`src/rtl/instruction_fetch_unit.sv`:
```
// ---------------------------------------------------------------------------
// instruction_fetch_unit
//
// Fetch stage that sits directly upstream of the MIPS main decoder. It holds
// the program counter and issues one word read at a time to a
// variable-latency instruction memory (req/ack handshake). It captures each
// returned word and offers it to decode with a valid/ready handshake.
// The next PC is either the sequential pc+4 or a redirect target that is
// sampled when decode consumes the instruction.
//
// Optional feature macro: FETCH_TIMEOUT_EN
//   When defined, a wait counter runs while a request is outstanding. If
//   TIMEOUT_CYCLES request cycles pass without an ack, the unit sets
//   o_fetch_err (sticky) and parks in S_ERR until reset.
//   When undefined, a request waits indefinitely and o_fetch_err is tied 0.
//
// Parameters
//   RESET_PC        PC loaded on reset (bits [1:0] must be 0)
//   TIMEOUT_CYCLES  request cycles allowed without ack (macro build only)
//
// Ports
//   i_clk           system clock, all state on the rising edge
//   i_rst           synchronous, active-high reset
//   o_imem_req      read request to instruction memory
//   o_imem_addr     word-aligned read address (the current pc)
//   i_imem_ack      memory returns data this cycle
//   i_imem_rdata    instruction word, valid when i_imem_ack=1
//   o_instr         captured instruction to decoder
//   o_instr_pc      address of o_instr
//   o_pc_plus4      o_instr_pc + 4, for branch/jump target logic
//   o_instr_valid   o_instr is valid
//   i_instr_ready   downstream consumes o_instr this cycle
//   i_redirect_en   take i_redirect_pc on the consume handshake
//   i_redirect_pc   branch/jump target, low two bits forced to 0
//   o_fetch_err     sticky fetch timeout flag
// ---------------------------------------------------------------------------
module instruction_fetch_unit #(
  parameter logic [31:0] RESET_PC       = 32'h0000_0000,
  parameter int          TIMEOUT_CYCLES = 16
) (
  input  logic        i_clk,
  input  logic        i_rst,
  output logic        o_imem_req,
  output logic [31:0] o_imem_addr,
  input  logic        i_imem_ack,
  input  logic [31:0] i_imem_rdata,
  output logic [31:0] o_instr,
  output logic [31:0] o_instr_pc,
  output logic [31:0] o_pc_plus4,
  output logic        o_instr_valid,
  input  logic        i_instr_ready,
  input  logic        i_redirect_en,
  input  logic [31:0] i_redirect_pc,
  output logic        o_fetch_err
);

  typedef enum logic [1:0] {
    S_REQ   = 2'd0,
    S_VALID = 2'd1,
    S_ERR   = 2'd2
  } state_t;

  state_t      r_state;
  state_t      w_state_next;
  logic [31:0] r_pc;
  logic [31:0] r_instr;
  logic [31:0] r_instr_pc;
  logic        w_capture;
  logic        w_consume;
  logic        w_timeout;
  logic [31:0] w_redirect_aligned;

  // Masking rather than slicing keeps the whole target bus in use while
  // guaranteeing a word-aligned fetch address.
  assign w_redirect_aligned = i_redirect_pc & 32'hFFFF_FFFC;

  // A memory ack is only meaningful while a request is outstanding; ready is
  // only meaningful while an instruction is being offered.
  assign w_capture = (r_state == S_REQ) && i_imem_ack;
  assign w_consume = (r_state == S_VALID) && i_instr_ready;

`ifdef FETCH_TIMEOUT_EN
  localparam int CNT_W = (TIMEOUT_CYCLES > 1) ? $clog2(TIMEOUT_CYCLES) : 1;

  logic [CNT_W-1:0] r_wait_cnt;
  logic             r_fetch_err;

  // The counter holds the number of unacked request cycles already spent.
  // An ack on the cycle it reads TIMEOUT_CYCLES-1 still wins; without one,
  // that is the last allowed waiting cycle.
  assign w_timeout = (r_state == S_REQ) && !i_imem_ack &&
                     (r_wait_cnt == CNT_W'(TIMEOUT_CYCLES - 1));

  // Wait counter: cleared whenever no request is outstanding, so every fresh
  // entry into S_REQ starts from zero.
  always_ff @(posedge i_clk) begin
    if (i_rst || (r_state != S_REQ)) begin
      r_wait_cnt <= '0;
    end else if (!i_imem_ack) begin
      r_wait_cnt <= r_wait_cnt + 1'b1;
    end
  end

  // Sticky error flag, cleared only by reset.
  always_ff @(posedge i_clk) begin
    if (i_rst) begin
      r_fetch_err <= 1'b0;
    end else if (w_timeout) begin
      r_fetch_err <= 1'b1;
    end
  end

  assign o_fetch_err = r_fetch_err;
`else
  assign w_timeout   = 1'b0;
  assign o_fetch_err = 1'b0;
`endif

  // State register. Reset wins over a same-cycle ack, so that data is lost.
  always_ff @(posedge i_clk) begin
    if (i_rst) begin
      r_state <= S_REQ;
    end else begin
      r_state <= w_state_next;
    end
  end

  // Next-state and handshake outputs.
  always_comb begin
    w_state_next  = r_state;
    o_imem_req    = 1'b0;
    o_instr_valid = 1'b0;
    case (r_state)
      S_REQ: begin
        o_imem_req = 1'b1;
        if (i_imem_ack) begin
          w_state_next = S_VALID;
        end else if (w_timeout) begin
          w_state_next = S_ERR;
        end
      end
      S_VALID: begin
        o_instr_valid = 1'b1;
        if (i_instr_ready) begin
          w_state_next = S_REQ;
        end
      end
      S_ERR: begin
        w_state_next = S_ERR;
      end
      default: begin
        w_state_next = S_REQ;
      end
    endcase
  end

  // Program counter and captured instruction. The PC only advances on the
  // consume handshake, so the request address stays stable until the ack.
  always_ff @(posedge i_clk) begin
    if (i_rst) begin
      r_pc       <= RESET_PC;
      r_instr    <= 32'h0000_0000;
      r_instr_pc <= RESET_PC;
    end else begin
      if (w_capture) begin
        r_instr    <= i_imem_rdata;
        r_instr_pc <= r_pc;
      end
      if (w_consume) begin
        r_pc <= i_redirect_en ? w_redirect_aligned : (r_pc + 32'd4);
      end
    end
  end

  assign o_imem_addr = r_pc;
  assign o_instr     = r_instr;
  assign o_instr_pc  = r_instr_pc;
  // Modulo-2^32: the top word wraps to zero.
  assign o_pc_plus4  = r_instr_pc + 32'd4;

endmodule

```
`config.mk`:
```
export PLATFORM = sky130hd
export DESIGN_NAME = instruction_fetch_unit
export DESIGN_NICKNAME = d
export VERILOG_FILES = /design/src/rtl/instruction_fetch_unit.sv
export SDC_FILE = /design/constraint.sdc
export NUM_CORES = 1
export LEC_CHECK = 0
export CAP_MARGIN = 30
export CORE_MARGIN = 1.5
export CORE_UTILIZATION = 35
export CTS_CLUSTER_DIAMETER = 200
export DETAILED_ROUTE_END_ITERATION = 12
export PLACE_DENSITY = 0.67
export SLEW_MARGIN = 20
export SYNTH_ARGS = -nofsm -noshare
export SYNTH_HDL_FRONTEND = slang
export SYNTH_SLANG_ARGS = --single-unit
```
`constraint.sdc`:
```
create_clock -name i_clk -period 4.8 [get_ports i_clk]
set_input_delay 1.2 -clock i_clk [delete_from_list [all_inputs] [get_ports i_clk]]
set_output_delay 1.2 -clock i_clk [all_outputs]
set_load 0.01 [all_outputs]
```
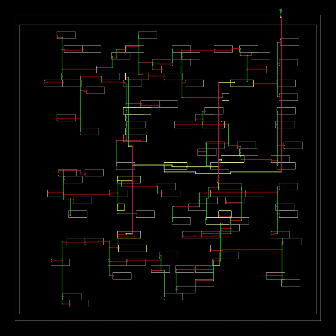
(run_1/clock_nets.png)
later-pin clock latency in the skew report: 0.34 ns
Fin Clk Skew: 0.005577 ns
Seq Cell Count: 94
# clock sinks: 94

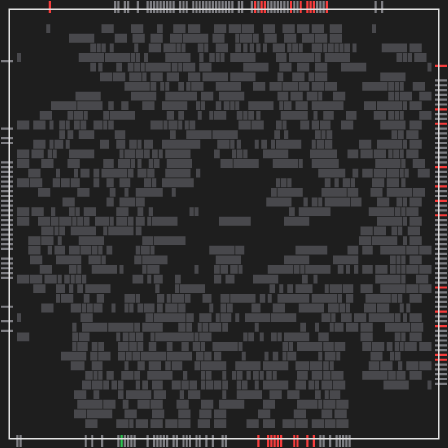
(run_1/pinout.png)
Pins as bars across the die edge, other pins in gray.
Key: o_instr_pc = red [pins 32, direction output, edge 12 right, 10 top, 10 bottom]; i_redirect_en = green [pins 1, direction input, edge bottom]

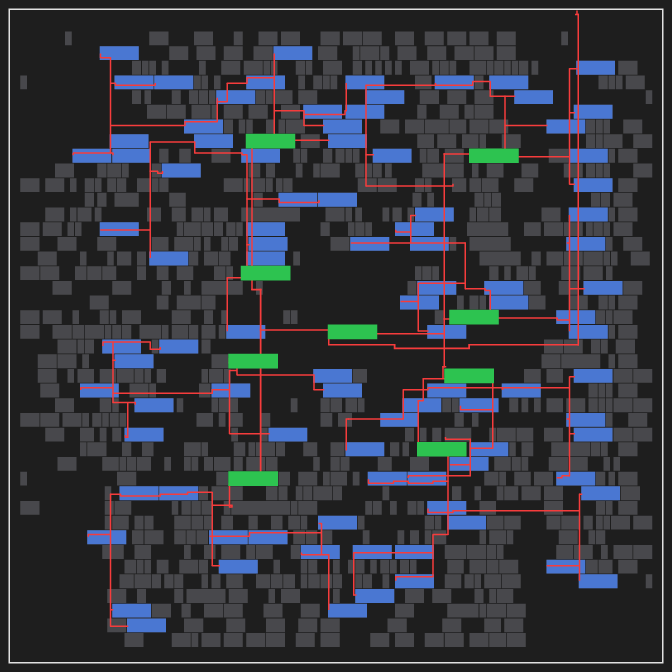
(run_1/clock_wires.png)
Key: clock wires = red [length 1,250 µm]; flip-flops = blue [count 94]; clock-net drivers = green [count 9]
Position of the flops: widely spread.

==> ci_impl_report.md, run 1 <==
### Yosys + OpenROAD results

| Metric | Value |
|---|---|
| Post-route DRC | `0` |
| Antenna-violating nets left | `0` |
| IO Count | `around 200` |
| Horiz. Die Dim | `approximately 120 µm` |
| Register-to-Register Setup Slack | `between 2 and 3 ns` |
| Most frequent standard cell in the layout excluding fill and tap cells | `sky130_fd_sc_hd__clkdlybuf4s50_1` |
| H-Tree Level Count | `3` |
| Post-detailed-route via-to-cell ratio | `between 5 and 6` |
| Routed length on met2 | `~7100 µm` |
| Routed WL | `around 15,000 µm` |
| Number of clock buffer instances in the layout | `11` |
| Post-placement cell count | `just under 1,000` |
| Wire length on met3 | `between 1000 and 1500 µm` |
| Worst-case reg-to-reg path depth | `6` |
| Fraction of final layout cells sized beyond drive strength 1 | `0.05853` |
| Combined global-route utilization of all metal layers | `0.2047` |
| Yosys synthesis warning count | `0` |
| Well-tap cell count | `176` |
| Power Clock | `just under 0.8 mW` |
| Routed length on met1 | `roughly 7000 µm` |
| Chip area | `between 10,000 and 15,000 µm²` |
| Cell accounting for the most synthesized area | `sky130_fd_sc_hd__dfxtp_1` |
| Largest net degree at the start of global routing | `about 47` |
| Shortest period the worst path allows | `a little over 4 ns` |
| Least-Margin Pin Slew | `between 0.9 and 1 ns` |
| Maximum buffer depth of the clock tree | `2` |
| Class of the most critical setup path | `register to output pin` |
| Pre-CTS worst setup slack | `between 1 and 1.5 ns` |
| Netlist area before placement | `4862 µm²` |
| Crit path buf inv count | `2` |
| RSZ-0062 raised after global routing | `false` |
| Top area cell types | `sky130_fd_sc_hd__dfxtp_1 (39%), sky130_fd_sc_hd__nand2_1 (13%), sky130_fd_sc_hd__a21oi_1 (8.1%), sky130_fd_sc_hd__xnor2_1 (3.2%), sky130_fd_sc_hd__clkbuf_1 (2.7%)` |
| Most common logic cells in the final layout | `sky130_fd_sc_hd__clkdlybuf4s50_1 (188), sky130_fd_sc_hd__nand2_1 (166), sky130_fd_sc_hd__dfxtp_1 (94)` |
| Multi-input gate share of the layout cell area | `0.3805` |
| HPWL after detailed placement | `about 11,000 µm` |
| Hold Crit Class | `register to register` |
| Met3 GRT Util | `0.03383` |
| Worst hold path stage count | `2` |
| # port buffers | `around 190` |
| Met2 global-route usage | `0.3210` |
| Highest metal used | `met4` |
| TritonCTS clock tree | `built` |
| Vias in the first global route | `about 4,700` |
| Layout net count | `between 800 and 900` |
| Total CTS buffers | `9` |
| Switching share of total power | `0.2459` |
| Maximum achievable frequency | `between 200 and 250 MHz` |
| Worst path cell trace | `ha_1, inv_1, nor4_4, and2_4, and4_4, xor2_2, clkdlybuf4s50_1` |
| Final std cells w/o fill | `a little under 1,000` |
| Final period util | `0.8382` |
| Worst path slowest cell | `sky130_fd_sc_hd__clkdlybuf4s50_1` |
| Final-layout non-clock buffer area share | `0.2763` |
| Drt first pass iters | `5` |
| Number of antenna diodes | `0` |
| Total number of vias | `approximately 5,100` |
| Post-synth ARST share | `0` |
| Weighted congestion reported at the end of routability-driven placement | `roughly 0.87` |
| Number of non-clock buffers | `197` |
| Layout Area Growth over Synthesis | `47.50%` |
| Area share of the largest cell type after synthesis | `0.3870` |
| Type of origin of the critical path | `register` |
| Non-clock inverter count | `9` |
| Area after DPL | `6847 µm²` |
| Global-route congestion overflow total | `0` |
| Int Pwr | `1.419 mW` |
| Result of the run | `complete, no violations` |
| Commonest register cell after synthesis | `sky130_fd_sc_hd__dfxtp_1` |
| Max rail drop VDD | `around 0.14 mV` |
| Relative slew margins | `0.3780` |
| Fillers | `1,253` |
| Logic cell area | `between 2000 and 3000 µm²` |
| Leakage power | `2.473 nW` |
| Largest contributor to cell area by class | `logic gates` |
| Setup total negative slack | `0 ns` |
| Capturing element of the worst setup path | `o_pc_plus4[24]` |
| Hold Crit Endpoint | `o_instr[0]$_SDFFE_PP0P_` |
| Root Buffer Master | `sky130_fd_sc_hd__clkbuf_16` |
| Minimum setup slack in the final design | `approximately 0.78 ns` |
| Number of flops mapped to enable cells by yosys | `0` |
| Clock Pin Slew Worst Setup and Hold Paths | `0.07 ns` |
| Crit path arrival time | `roughly 2.8 ns` |
| Post-synthesis register bit count | `94` |
| Hold Worst Slack | `~0.45 ns` |
-- run 1: sequential cells by signal, indices dropped and copies added, names as in the netlist --
signal	flops
o_instr	32
o_imem_addr	30
o_instr_pc	30
r_state	2
-- run 1: cell families (layout without fill, tap and decap cells) --
kind of cell / count (synthesis) / count (layout) / synth area share
and+or+nand+nor: 291 / 291 / 0.2946
AOI/OAI and AO/OA: 152 / 152 / 0.1891
DFF: 94 / 94 / 0.3870
buffers and inverters: 62 / 222 / 0.05713
xor gates and xnor gates: 29 / 29 / 0.05378
muxes: 6 / 6 / 0.01235
adders and majority gates: 2 / 2 / 0.005146
other: 1 / 7 / 0.0007713
==> run 1 -> run 2 <==
- PLACE_DENSITY: 0.67 -> 0.7
- clock period: 4.8 -> 3.6 ns (I/O delays scaled with it)
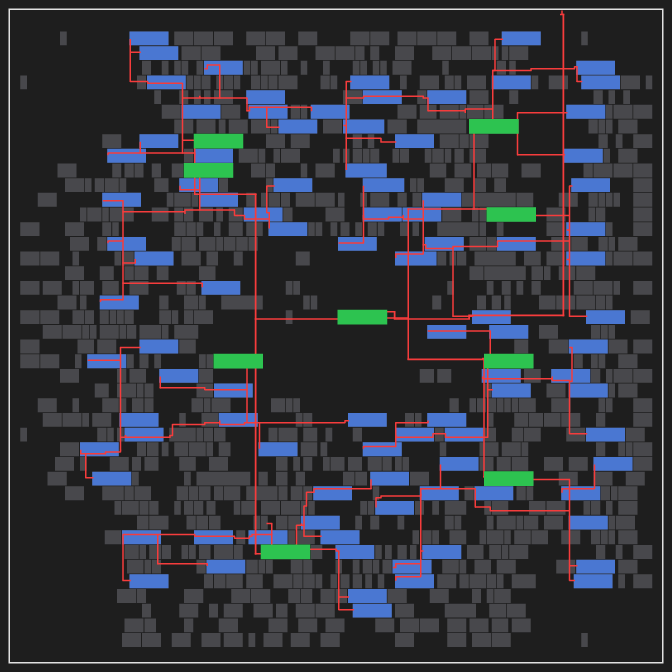
(run_2/clock_wires.png)
Power Clock: 0.880 mW
Clk pwr share: 0.374
Fin Clk Skew: 0.004528 ns

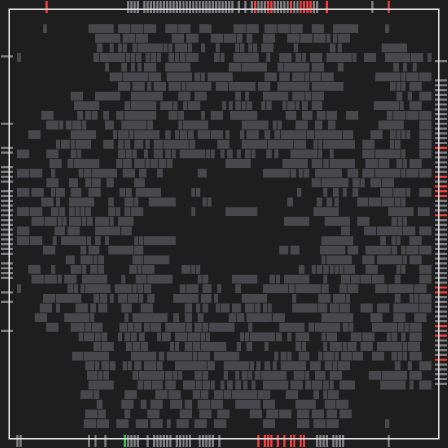
(run_2/pinout.png)
Pins as bars across the die edge, other pins in gray.
Key: o_instr_pc = red [pins 32, direction output, edge 11 top, 11 right, 10 bottom]; i_redirect_en = green [pins 1, direction input, edge bottom]

==> run 2 against run 1 <==
Against the previous run: wire length grew 1.7%; cell count grew 0.72%; sequential cell count is the same; cell area is essentially flat; sequential share of layout area grew 0.088 points; hold slack lost 0.0012 ns; global-route usage grew 0.22 points; via count grew 1.2%.
==> ci_impl_report.md, run 2 <==
### Yosys + OpenROAD results

| Metric | Value |
|---|---|
| Yosys synthesis warning count | `0` |
| Layout net count | `876` |
| Worst hold path stage count | `2` |
| Chip area | `14,610 µm²` |
| Worst-case reg-to-reg path depth | `6` |
| Crit path arrival time | `2.53 ns` |
| Wire length on met3 | `about 950 µm` |
| RSZ-0062 raised after global routing | `false` |
| Most common logic cells in the final layout | `sky130_fd_sc_hd__clkdlybuf4s50_1 (188), sky130_fd_sc_hd__nand2_1 (166), sky130_fd_sc_hd__dfxtp_1 (90)` |
| Layout Area Growth over Synthesis | `47.40%` |
| Relative slew margins | `0.5225` |
| Antenna-violating nets left | `0` |
| Met2 global-route usage | `0.3342` |
| Flip-flop count of the largest register after layout | `32` |
| Commonest register cell after synthesis | `sky130_fd_sc_hd__dfxtp_1` |
| Horiz. Die Dim | `roughly 120 µm` |
| Least-Margin Pin Slew | `0.7162 ns` |
| Routed length on met2 | `7319 µm` |
| Root Buffer Master | `sky130_fd_sc_hd__clkbuf_16` |
| Total cells reported by yosys after synthesis | `around 640` |
| Shortest period the worst path allows | `3.430 ns` |
| Result of the run | `complete, no violations` |
| Prevailing logic family in the synthesized netlist | `simple AND/OR/NAND/NOR gates` |
| Drt first pass iters | `6` |
| And-or/or-and share of the synthesized area | `0.1891` |
| Post-synthesis simple-gate area fraction | `0.2946` |
| Vias in the first global route | `approximately 4,700` |
| Routed WL | `~16,000 µm` |
| Stage-log warning count | `28` |
| Hold Worst Slack | `about 0.45 ns` |
| Int Pwr | `about 1.8 mW` |
| Maximum buffer depth of the clock tree | `2` |
| Met3 GRT Util | `0.03618` |
| Worst path cell trace | `nand4_1, nor4_4, buf_4, nand2_1, nor3_1, xor2_1, clkdlybuf4s50_1` |
| Area after DPL | `6852 µm²` |
| Post-synth ARST share | `0` |
| Clock Pin Slew Worst Setup and Hold Paths | `0.06 ns` |
| TritonCTS clock tree | `built` |
| Netlist area before placement | `between 4000 and 5000 µm²` |
| Adder-cell share of the synthesized area | `0.005147` |
| Global-route congestion overflow total | `0` |
| Highest metal used | `met4` |
| Post-detailed-route via-to-cell ratio | `5.216` |
| Worst path slowest cell | `sky130_fd_sc_hd__clkdlybuf4s50_1` |
| Class of the most critical setup path | `register to output pin` |
| Weighted congestion reported at the end of routability-driven placement | `~0.87` |
| IO Count | `200` |
| Total CTS buffers | `9` |
| Capturing element of the worst setup path | `o_pc_plus4[31]` |
| Post-placement cell count | `966` |
| Fillers | `between 1,000 and 1,500` |
| Post-synthesis register bit count | `94` |
| # port buffers | `approximately 190` |
| Max rail drop VDD | `roughly 0.20 mV` |
| Area share of the largest cell type after synthesis | `0.3870` |
| HPWL after detailed placement | `around 11,000 µm` |
| Hold Crit Class | `register to register` |
| Setup total negative slack | `0 ns` |
| Register-to-Register Setup Slack | `roughly 1.3 ns` |
| Final period util | `0.9527` |
| H-Tree Level Count | `3` |
| Top area cell types | `sky130_fd_sc_hd__dfxtp_1 (39%), sky130_fd_sc_hd__nand2_1 (13%), sky130_fd_sc_hd__a21oi_1 (8.1%), sky130_fd_sc_hd__xnor2_1 (3.2%), sky130_fd_sc_hd__clkbuf_1 (2.7%)` |
| First-pass GRT wire length | `24,320 µm` |
| Crit path buf inv count | `2` |
| Xor-xnor portion of the synthesized cell area | `0.05378` |
| Number of antenna diodes | `0` |
| Proportion of synthesized area in mux cells | `0.01235` |
| Number of flops mapped to enable cells by yosys | `0` |
| Largest net degree at the start of global routing | `roughly 55` |
| Maximum achievable frequency | `around 290 MHz` |
| Routed length on met1 | `roughly 7000 µm` |
| Most frequent standard cell in the layout excluding fill and tap cells | `sky130_fd_sc_hd__clkdlybuf4s50_1` |
| Later-pin clock latency in the skew report | `about 0.34 ns` |
| Hold Crit Endpoint | `o_instr[14]$_SDFFE_PP0P_` |
-- run 2: what timing repair did --
action / CTS / global route
endpoints found under the setup margin: 2 / 7
buffers inserted: 2 / 2
pin swaps: 1 / 3
gates resized: 0 / 7
-- run 2: cell type report --
cell class	instances	area, µm²	area share
Clock buffer	15	257.7	0.03596
Sequential cell	94	1887	0.2633
Tap cell	176	220.2	0.03073
Clock inverter	1	5.005	0.0006983
Inverter	9	33.78	0.004714
Multi-Input combinational cell	487	2746	0.3832
Timing Repair Buffer	204	2017	0.2814
-- run 2: stage by stage --
stage                     worst slack, ns    util
after floorplan                    0.9608       -
after global placement             0.3119  0.5092
after detailed placement           0.2659  0.5113
after CTS                         0.01794  0.5320
after global routing              0.01786  0.5348
final                              0.1702  0.5348
==> run 2 -> run 3 <==
- CELL_PAD_IN_SITES_DETAIL_PLACEMENT: unset -> 1
- CELL_PAD_IN_SITES_GLOBAL_PLACEMENT: unset -> 1
- CORE_UTILIZATION: 35 -> 27
- PLACE_DENSITY: 0.7 -> 0.82
==> run 3 against run 2 <==
Against the previous run: sequential share of layout area fell by 0.39 points; global-route usage shrank 2.2 points; wire length up 12%; sequential cell count did not move; largest power group unchanged; highest routed layer unchanged.
==> ci_impl_report.md, run 3 <==
### Yosys + OpenROAD results

| Metric | Value |
|---|---|
| Number of non-clock buffers | `about 210` |
| Crit path arrival time | `roughly 2.5 ns` |
| Post-detailed-route via-to-cell ratio | `approximately 5.0` |
| # clock sinks | `roughly 94` |
| Multi-input combinational cell count | `487` |
| Antenna-violating nets left | `0` |
| Worst path cell trace | `ha_2, inv_1, nor4_4, buf_4, and2_4, and4_4, xor2_2, clkdlybuf4s50_1` |
| Horiz. Die Dim | `around 140 µm` |
| Fillers | `~2,100` |
| Shortest period the worst path allows | `around 3.4 ns` |
| Least-Margin Pin Slew | `0.6929 ns` |
| Largest net degree at the start of global routing | `around 60` |
| Fin Clk Skew | `between 0.005 and 0.006 ns` |
| IO Count | `~200` |
| Cell accounting for the most synthesized area | `sky130_fd_sc_hd__dfxtp_1` |
| Drt first pass iters | `4` |
| # port buffers | `between 150 and 200` |
| Xor-xnor portion of the synthesized cell area | `0.05378` |
| Post-placement cell count | `approximately 1,000` |
| Multi-input gate share of the layout cell area | `0.3759` |
| Hold Worst Slack | `around 0.46 ns` |
| Post-layout util | `0.4180` |
| Commonest register cell after synthesis | `sky130_fd_sc_hd__dfxtp_1` |
| Clock Pin Slew Worst Setup and Hold Paths | `0.07 ns` |
| Crit path buf inv count | `3` |
| Highest metal used | `met4` |
| Final std cells w/o fill | `approximately 1,000` |
| Later-pin clock latency in the skew report | `between 0.3 and 0.4 ns` |
| Post-CTS Resized | `1` |
| First-pass GRT wire length | `around 27,000 µm` |
| Netlist area before placement | `roughly 5000 µm²` |
| Post-route DRC | `0` |
| Total cells reported by yosys after synthesis | `around 640` |
| Maximum achievable frequency | `about 300 MHz` |
| Result of the run | `complete, no violations` |
| Most common logic cells in the final layout | `sky130_fd_sc_hd__clkdlybuf4s50_1 (188), sky130_fd_sc_hd__nand2_1 (166), sky130_fd_sc_hd__dfxtp_1 (89)` |
| Met3 GRT Util | `0.02796` |
| Relative slew margins | `0.5381` |
| Proportion of synthesized area in mux cells | `0.01235` |
| Worst hold path stage count | `2` |
| Buffers inserted by post-CTS timing repair | `5` |
| Class of the most critical setup path | `register to output pin` |
| Leakage power | `roughly 2.5 nW` |
| Layout Area Growth over Synthesis | `49.72%` |
| Area after DPL | `slightly below 7000 µm²` |
[run 3: path summary, 6_finish.rpt]
| check | end | from |
|---|---|---|
| worst min-delay path | o_instr[28]$_SDFFE_PP0P_ | o_instr[28]$_SDFFE_PP0P_ |
| worst min register to register | o_instr[28]$_SDFFE_PP0P_ | o_instr[28]$_SDFFE_PP0P_ |
| worst max-delay path | o_pc_plus4[24] | o_instr_pc[2]$_SDFFE_PP0P_ |
| worst max register to register | o_imem_addr[28]$_SDFFE_PP0N_ | o_imem_addr[2]$_SDFFE_PP0N_ |
[run 3: report_power, final]
group | switching (mW) | total [mW] | internal [mW]
clock | 0.410 | 0.928 | 0.518
sequential | 0.0443 | 1.12 | 1.08
combinational | 0.173 | 0.361 | 0.188
total | 0.627 | 2.41 | 1.78
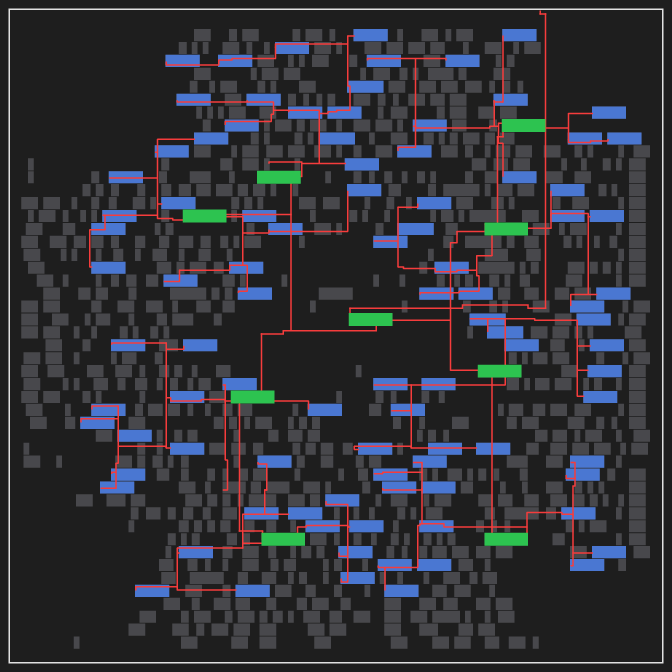
(run_3/clock_wires.png)
Key: flip-flops = blue [count 94]; clock wires = red [length 1,440 µm]; clock-net drivers = green [count 9]
There are 10 routed clock nets. Position of the flops: widely spread.

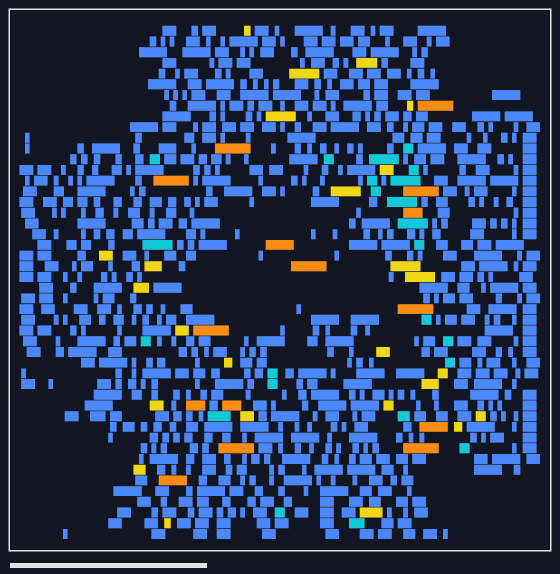
(run_3/sizing.png)
The bar under the picture is 50 µm long.
Key: x1 and smaller = blue [cells 749, most used clkdlybuf4s50_1]; x3 and x4 = cyan [cells 23, most used buf_4]; x6 and larger = orange [cells 15, most used clkbuf_16]; x2 = yellow [cells 25, most used dfxtp_2]

Power is estimated from default activity; no workload was simulated.
